File: src/rtl/xentry_pkg.sv
// Shared memory-system types: operation encoding plus the L2 arbiter's state
// and requester-id enums.
package xentry_pkg;

    typedef enum logic {
        LOAD  = 1'b0,
        STORE = 1'b1
    } memory_operation_e;

    typedef enum logic [1:0] {
        IDLE     = 2'd0,
        GRANT_IC = 2'd1,
        GRANT_DC = 2'd2
    } arb_state_e;

    typedef enum logic {
        REQ_IC = 1'b0,
        REQ_DC = 1'b1
    } req_id_e;

endpackage

File: src/rtl/l2_arbiter.sv
// Round-robin arbiter sharing one L2 port between icache and dcache; one
// word per grant, with request fields latched at grant time.
module l2_arbiter
    import xentry_pkg::*;
#(
    parameter int XLEN = 32
) (
    input  logic              clk,
    input  logic              reset,

    input  logic [XLEN-1:0]   ic_req_address,
    input  memory_operation_e ic_req_type,
    input  logic              ic_req_valid,
    output logic [XLEN-1:0]   ic_fetched_word,
    output logic              ic_req_fulfilled,

    input  logic [XLEN-1:0]   dc_req_address,
    input  memory_operation_e dc_req_type,
    input  logic              dc_req_valid,
    input  logic [XLEN-1:0]   dc_word_to_store,
    output logic [XLEN-1:0]   dc_fetched_word,
    output logic              dc_req_fulfilled,

    output logic [XLEN-1:0]   l2_req_address,
    output memory_operation_e l2_req_type,
    output logic              l2_req_valid,
    output logic [XLEN-1:0]   l2_word_to_store,
    input  logic [XLEN-1:0]   l2_fetched_word,
    input  logic              l2_req_fulfilled
);

    // On a tie, the requester that did not win last time gets the port.
    function automatic req_id_e rr_pick(logic ic_v, logic dc_v, req_id_e last);
        if (ic_v && dc_v) return (last == REQ_DC) ? REQ_IC : REQ_DC;
        return ic_v ? REQ_IC : REQ_DC;
    endfunction

    arb_state_e        state_q, state_d;
    req_id_e           last_q, last_d;
    logic [XLEN-1:0]   addr_q, addr_d;
    memory_operation_e type_q, type_d;
    logic [XLEN-1:0]   wts_q, wts_d;
    logic              valid_q, valid_d;
    logic              drop_q, drop_d;

    req_id_e           pick;
    logic              granted_valid;

    always_ff @(posedge clk) begin
        if (reset) begin
            state_q <= IDLE;
            last_q  <= REQ_DC;
            addr_q  <= '0;
            type_q  <= LOAD;
            wts_q   <= '0;
            valid_q <= 1'b0;
            drop_q  <= 1'b0;
        end else begin
            state_q <= state_d;
            last_q  <= last_d;
            addr_q  <= addr_d;
            type_q  <= type_d;
            wts_q   <= wts_d;
            valid_q <= valid_d;
            drop_q  <= drop_d;
        end
    end

    always_comb begin
        state_d = state_q;
        last_d  = last_q;
        addr_d  = addr_q;
        type_d  = type_q;
        wts_d   = wts_q;
        valid_d = valid_q;
        drop_d  = drop_q;
        pick    = rr_pick(ic_req_valid, dc_req_valid, last_q);
        granted_valid = (state_q == GRANT_IC) ? ic_req_valid : dc_req_valid;
        case (state_q)
            IDLE: begin
                if (ic_req_valid || dc_req_valid) begin
                    valid_d = 1'b1;
                    drop_d  = 1'b0;
                    if (pick == REQ_IC) begin
                        state_d = GRANT_IC;
                        addr_d  = ic_req_address;
                        type_d  = ic_req_type;
                        wts_d   = '0;
                    end else begin
                        state_d = GRANT_DC;
                        addr_d  = dc_req_address;
                        type_d  = dc_req_type;
                        wts_d   = dc_word_to_store;
                    end
                end
            end
            GRANT_IC, GRANT_DC: begin
                // A requester that withdrew keeps the L2 access alive but loses the reply.
                if (!granted_valid) drop_d = 1'b1;
                if (l2_req_fulfilled) begin
                    state_d = IDLE;
                    valid_d = 1'b0;
                    last_d  = (state_q == GRANT_IC) ? REQ_IC : REQ_DC;
                end
            end
            default: state_d = IDLE;
        endcase
    end

    always_comb begin
        ic_req_fulfilled = 1'b0;
        dc_req_fulfilled = 1'b0;
        ic_fetched_word  = '0;
        dc_fetched_word  = '0;
        if (!reset && l2_req_fulfilled && !drop_q) begin
            if (state_q == GRANT_IC && ic_req_valid) begin
                ic_req_fulfilled = 1'b1;
                ic_fetched_word  = l2_fetched_word;
            end
            if (state_q == GRANT_DC && dc_req_valid) begin
                dc_req_fulfilled = 1'b1;
                dc_fetched_word  = l2_fetched_word;
            end
        end
    end

    assign l2_req_address   = addr_q;
    assign l2_req_type      = type_q;
    assign l2_word_to_store = wts_q;
    assign l2_req_valid     = valid_q;

endmodule
File: config.mk
export PLATFORM = sky130hd
export DESIGN_NAME = l2_arbiter
export DESIGN_NICKNAME = d
export VERILOG_FILES = /design/src/rtl/xentry_pkg.sv /design/src/rtl/l2_arbiter.sv
export SDC_FILE = /design/constraint.sdc
export NUM_CORES = 1
export LEC_CHECK = 0
export CAP_MARGIN = 10
export CELL_PAD_IN_SITES_DETAIL_PLACEMENT = 1
export CELL_PAD_IN_SITES_GLOBAL_PLACEMENT = 1
export CORE_ASPECT_RATIO = 0.7
export CORE_MARGIN = 8
export CORE_UTILIZATION = 24
export DETAILED_ROUTE_END_ITERATION = 16
export GPL_TIMING_DRIVEN = 0
export PLACE_DENSITY_LB_ADDON = 0.1
export SKIP_LAST_GASP = 1
export SLEW_MARGIN = 40
export SYNTH_ARGS = -nofsm -noshare
export SYNTH_HDL_FRONTEND = slang
export SYNTH_SLANG_ARGS = --single-unit
File: constraint.sdc
create_clock -name clk -period 2.87 [get_ports clk]
set_input_delay 0.574 -clock clk [delete_from_list [all_inputs] [get_ports clk]]
set_output_delay 0.574 -clock clk [all_outputs]
set_load 0.02 [all_outputs]
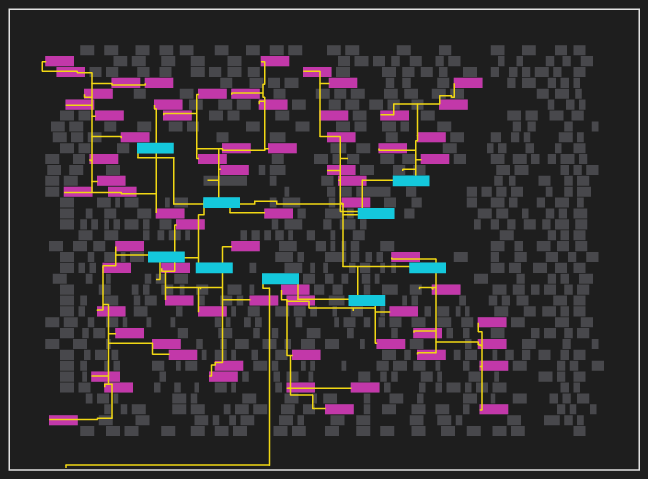
*Clock network drawn from the DEF, run 1*
(4 px per um)
[yellow] clock wires | length: 1040 um
[cyan] clock-net drivers | count: 9
[magenta] flip-flops | count: 70
routed clock nets: 10
Layout Skew: 6.32 ps
Clock group: 1140 uW
Latency at later pin: 330 ps
clock power share: 0.360

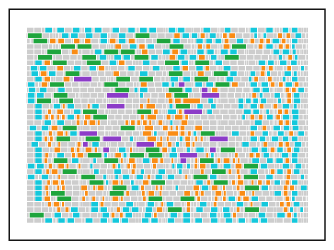
*Cells colored by class, run 1*
(2 px per um) Fill, decap, tap and diode cells in gray.
[cyan] remaining buffers and delay cells | cells: 308
[orange] remaining logic cells | cells: 269
[purple] clock drivers and dummy loads | cells: 16
[green] registers | cells: 70
Core Area: 0.0138 sq mm
final instance area: 0.00643 sq mm
Rows: 36

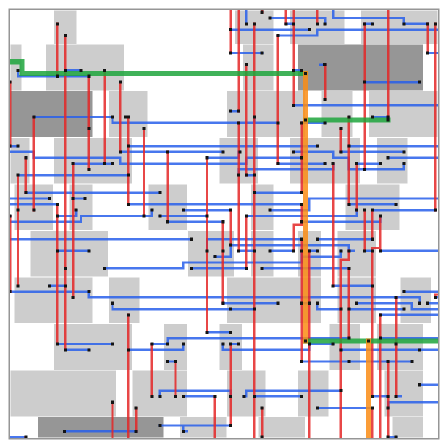
*Layout detail, run 1*
Window x 66 to 91, y 45 to 70 um. Cells in gray, sequential cells in the stronger gray; small squares are vias.
[orange] M4
[red] M2
[blue] M1
[green] M3
most frequent: ha_1 (5), buf_2 (4), nand2b_1 (4)
sequential cells in the window: 2
cells with their middle in the window: 41
netlist names of flops here include: drop_q (1), state_q (1)

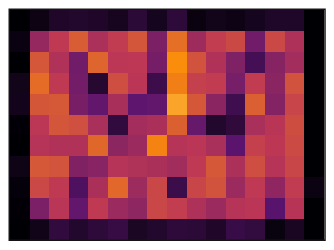
*Cell density map, run 1*
(2 px per um) 16 x 11 tiles, from black (low) to pale yellow (high), 0 to 100% covered.
fullest tile: 80%
mean over tiles: 34%
densest ninth of the die: middle
tiles over 75% full: 1.1%
nearly empty tiles: 9.7%

==> notes.md, run 1 <==
impl run done, here's what came out: status finished, final reports clean, count leader, synth dfxtp_1, LEAKAGE 0.00277 uW, Crit Path Max Fanout 10, Fin Setup TNS 0 ps, Nets 798, Crit Path Category input port to primary output, worst setup margin 150 ps, most frequent CP cell dlygate4sd2_1, crit-path max cell delay 390 ps, CP Capture Type primary output, # setup viols final 0, Storage cell area 0.00140 sq mm, tool warnings 30, Placed Instances 833, final WL 16.7 mm, maxcap violations 0, PD cells 490 mW/mm^2, Post-synth ARST share 0, initial antenna violation count 0, worst-margin pin slew 484 ps, minimum clock period 2720 ps, aoi share 0.242, clock sink count 70, Pwr Total 3150 uW, Flop pwr share 0.358, largest area contributor in the netlist dfxtp_1, H-tree depth 3, GR Util met1 0.205, gpl congestion 0.796, Vias/cell 4.65, # Cells Yosys 378, fmax 368 MHz, Biggest Area Class buffers, CTS resizes 75, registers 70, TAP cells 190, seq pwr 1130 uW, CTS tree yes, peak supply drop 0.295 mV, # fillers 1627, root buf cell clkbuf_16, vias 3963, worst hold path class register to register, combinational share of power 0.282, hold_buf cts 0, sequential portion of the cell area 0.218, Avg WL per Cell 19.6 um, WP data required 2300 ps, Non-clock buffer share 0.430, critical-path cell list dlygate4sd2_1 -> nor2b_1 -> and4b_2 -> clkbuf_2 -> and2_1 -> dlygate4sd2_1, yosys stat area 0.00335 sq mm, nonclk buf count 308, P&R area growth vs syn 92.3%, Setup Fix Bufs, Post-CTS 3, Top cells excl fill/tap clkdlybuf4s50_1 (196), dfxtp_1 (70), and2_1 (64), Worst setup SP type input port, yosys xor share 0, die area 0.0180 sq mm, GR peak layer met2, CTS clk-pin slew, worst paths 60 ps, nonclk inv count 4, Internal Dissipation 2210 uW, fp util 0.243, layout cell share with drive strength beyond 1 0.118, Critical path buffers and inverters 3, syn nets 518, Port Buffers 265, crit-path leading delay family buffers and inverters, simple share 0.249, switch share 0.298, all-layer global routing usage 0.179, Synth flops 70, CTS max path bufs 2, unrepaired setup endpoints after global routing no, synthesized netlist cell count 378, first-pass GRT wire length 25.4 mm, mean post-synth cell area 8.85 sq um, n_diodes 0, flip-flops with a built-in enable 0, Synth Cell Area 0.00335 sq mm, met2 usage 0.325, final hold slack 475 ps, post-route ant nets 0, main power-consuming group the clock network, largest net degree at the start of global routing 15
[run 1: metal layers]
metal  wire length (um)  vias to the layer above
li1                   -                     1918
met1               7050                     1898
met2               8390                      138
met3               1220                        9
met4                 79                        0
met5                  0                        -
[run 1: path summary, 6_finish.rpt]
kind	startpoint	to	depth (start not counted)
setup reg to reg	state_q[0]	l2_req_address[17]	7
setup / recovery	reset	dc_fetched_word[15]	6
hold reg to reg	l2_word_to_store[17]	l2_word_to_store[17]	1
hold / removal	l2_word_to_store[17]	l2_word_to_store[17]	1
[run 1: sequential cells by signal, summed over array words and instances, names as in the netlist]
signal and count:
l2_req_address 32, l2_word_to_store 32, state_q 2, drop_q 1, l2_req_type 1, l2_req_valid 1
last_q 1
## Run 2: what changed since run 1
MAX_ROUTING_LAYER = met4   (was unset)
==> run 2 against run 1 <==
Net effect:
- global-route usage increased by 0.53 points
- worst setup slack better by 0.89 ps
- worst hold slack about the same
- first-iteration DRC count rose by 7.6%
==> notes.md, run 2 <==
impl run done, here's what came out: status finished, final reports clean, DRC Markers 0, DRT Pass-1 Iters 4, tool warnings 30, dpl ws -524 ps, critical path depth in cells 6, final instance area 0.00643 sq mm, first-pass GRT wire length 25.4 mm, worst setup margin 151 ps, register area share after synthesis 0.419, Pwr Total 3150 uW, Avg WL per Cell 19.6 um, syn nets 518, overflow left after global routing 0, Placed Instances 833, PD cells 490 mW/mm^2, crit-path max cell delay 390 ps, Worst setup SP type input port, vias in the first global route 4340, arrival time at the worst endpoint 2140 ps, most frequent CP cell dlygate4sd2_1, # fillers 1627, # setup viols final 0, vias 3971, die width 157 um, largest area contributor in the netlist dfxtp_1, maxcap violations 0, Fin Setup TNS 0 ps, largest net degree at the start of global routing 15, initial antenna violation count 0, R2R depth 7, post-route ant nets 0, # Cells Yosys 378, Nets 798, CP Capture Type primary output, metal2 WL 8.36 mm, fp util 0.243, Vias/cell 4.66, fmax 368 MHz, root buf cell clkbuf_16, minimum clock period 2720 ps, Setup crit end dc_fetched_word[15], worst hold start l2_word_to_store[17], worst-margin pin slew 483 ps, yosys stat area 0.00335 sq mm, metal3 WL 1.11 mm, mean post-synth cell area 8.85 sq um, critical-path cell list dlygate4sd2_1 -> nor2b_1 -> and4b_2 -> clkbuf_2 -> and2_1 -> dlygate4sd2_1, met2 usage 0.325, CTS Buf Count 9, layout cell share with drive strength beyond 1 0.118, final hold violations 0, Rows 36, Worst R2R End l2_req_address[17], die y size 115 um, Latency at later pin 330 ps, Storage cell area 0.00140 sq mm, hold_buf cts 0, P&R area growth vs syn 92.3%, met3 usage 0.0533, Top cells excl fill/tap clkdlybuf4s50_1 (196), dfxtp_1 (70), and2_1 (64), Post-synth ARST share 0, Setup Fix Bufs, Post-CTS 3, Layout Skew 6.63 ps, worst hold path class register to register, top area contributor share 0.419, Synthesis Warnings 0, CTS max path bufs 2, MI comb area 0.00171 sq mm, Synth flops 70, Port Buffers 265, Most common reg cell dfxtp_1, end of the worst hold path l2_word_to_store[17], final hold slack 475 ps, R2R setup slack 1280 ps, R2R Path Start state_q[0], distinct lib cells 31, Synth top cells by count dfxtp_1 (70), and2_1 (64), nor2_1 (36), o21ai_0 (36), Critical path buffers and inverters 3, Crit Path Max Fanout 10, CTS tree yes, worst setup path start reset, all-layer global routing usage 0.184, WP data required 2300 ps, flip-flops with a built-in enable 0, count leader, synth dfxtp_1, GR Util met1 0.208, n_diodes 0, Final Non-Filler Cells 853, DRT met1 WL 7.17 mm, final core occ 0.467, gpl congestion 0.807, most frequent logic cell in the layout clkdlybuf4s50_1, GR peak layer met2, Rel. slew slack 0.678, die area 0.0180 sq mm, peak supply drop 0.291 mV, Top cells by area dfxtp_1 (42%), and2_1 (12%), a311oi_1 (8.6%), a22o_1 (8.4%), o21ai_0 (5.4%), highest metal used met4, synthesized netlist cell count 378, final WL 16.7 mm, HPWL after DPL 13.9 mm, crit-path leading delay family buffers and inverters, clock sink count 70, H-tree depth 3, unrepaired setup endpoints after global routing no, Iter 0 DRT Violations 127, I/O pin total 267, CTS resizes 75, Core Area 0.0138 sq mm, Crit Path Category input port to primary output, final cycle utilization of the critical path 0.947, LEAKAGE 0.00277 uW, CTS clk-pin slew, worst paths 60 ps, Hold Crit Depth 1, Synth Cell Area 0.00335 sq mm
-- run 2: area by class of cell --
cell class / count / share of cell area
plain buffers: 39 / 0.0364
clock buffers: 9 / 0.0350
clock inverters: 7 / 0.0126
inverters: 4 / 0.00233
multi-input cells: 265 / 0.265
flip-flops and latches: 70 / 0.218
well taps: 190 / 0.0370
repair buffers: 269 / 0.394
-- run 2: cells by family (layout without fill, tap and decap cells) --
kind of cell    after synthesis  after routing  share of synthesized area
simple gates                151            151                      0.249
compound gates              109            109                      0.242
fa+ha+maj                     5              5                     0.0187
flops                        70             70                      0.419
buf+inv                      43            328                     0.0714
-- run 2: report_power, final --
group / internal, uW / switching, uW
logic: 457 / 431
clock network: 683 / 451
registers: 1070 / 56.9
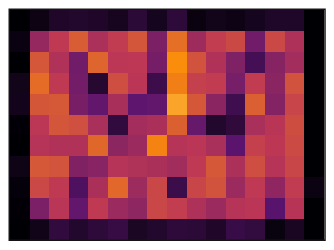
*Cell density map, run 2*
(2 px per um) 16 x 11 tiles, from black (low) to pale yellow (high), 0 to 100% covered.
mean over tiles: 34%
fullest tile: 80%
tiles over 75% full: 1.1%
densest ninth of the die: middle

Power is estimated from default activity; no workload was simulated.
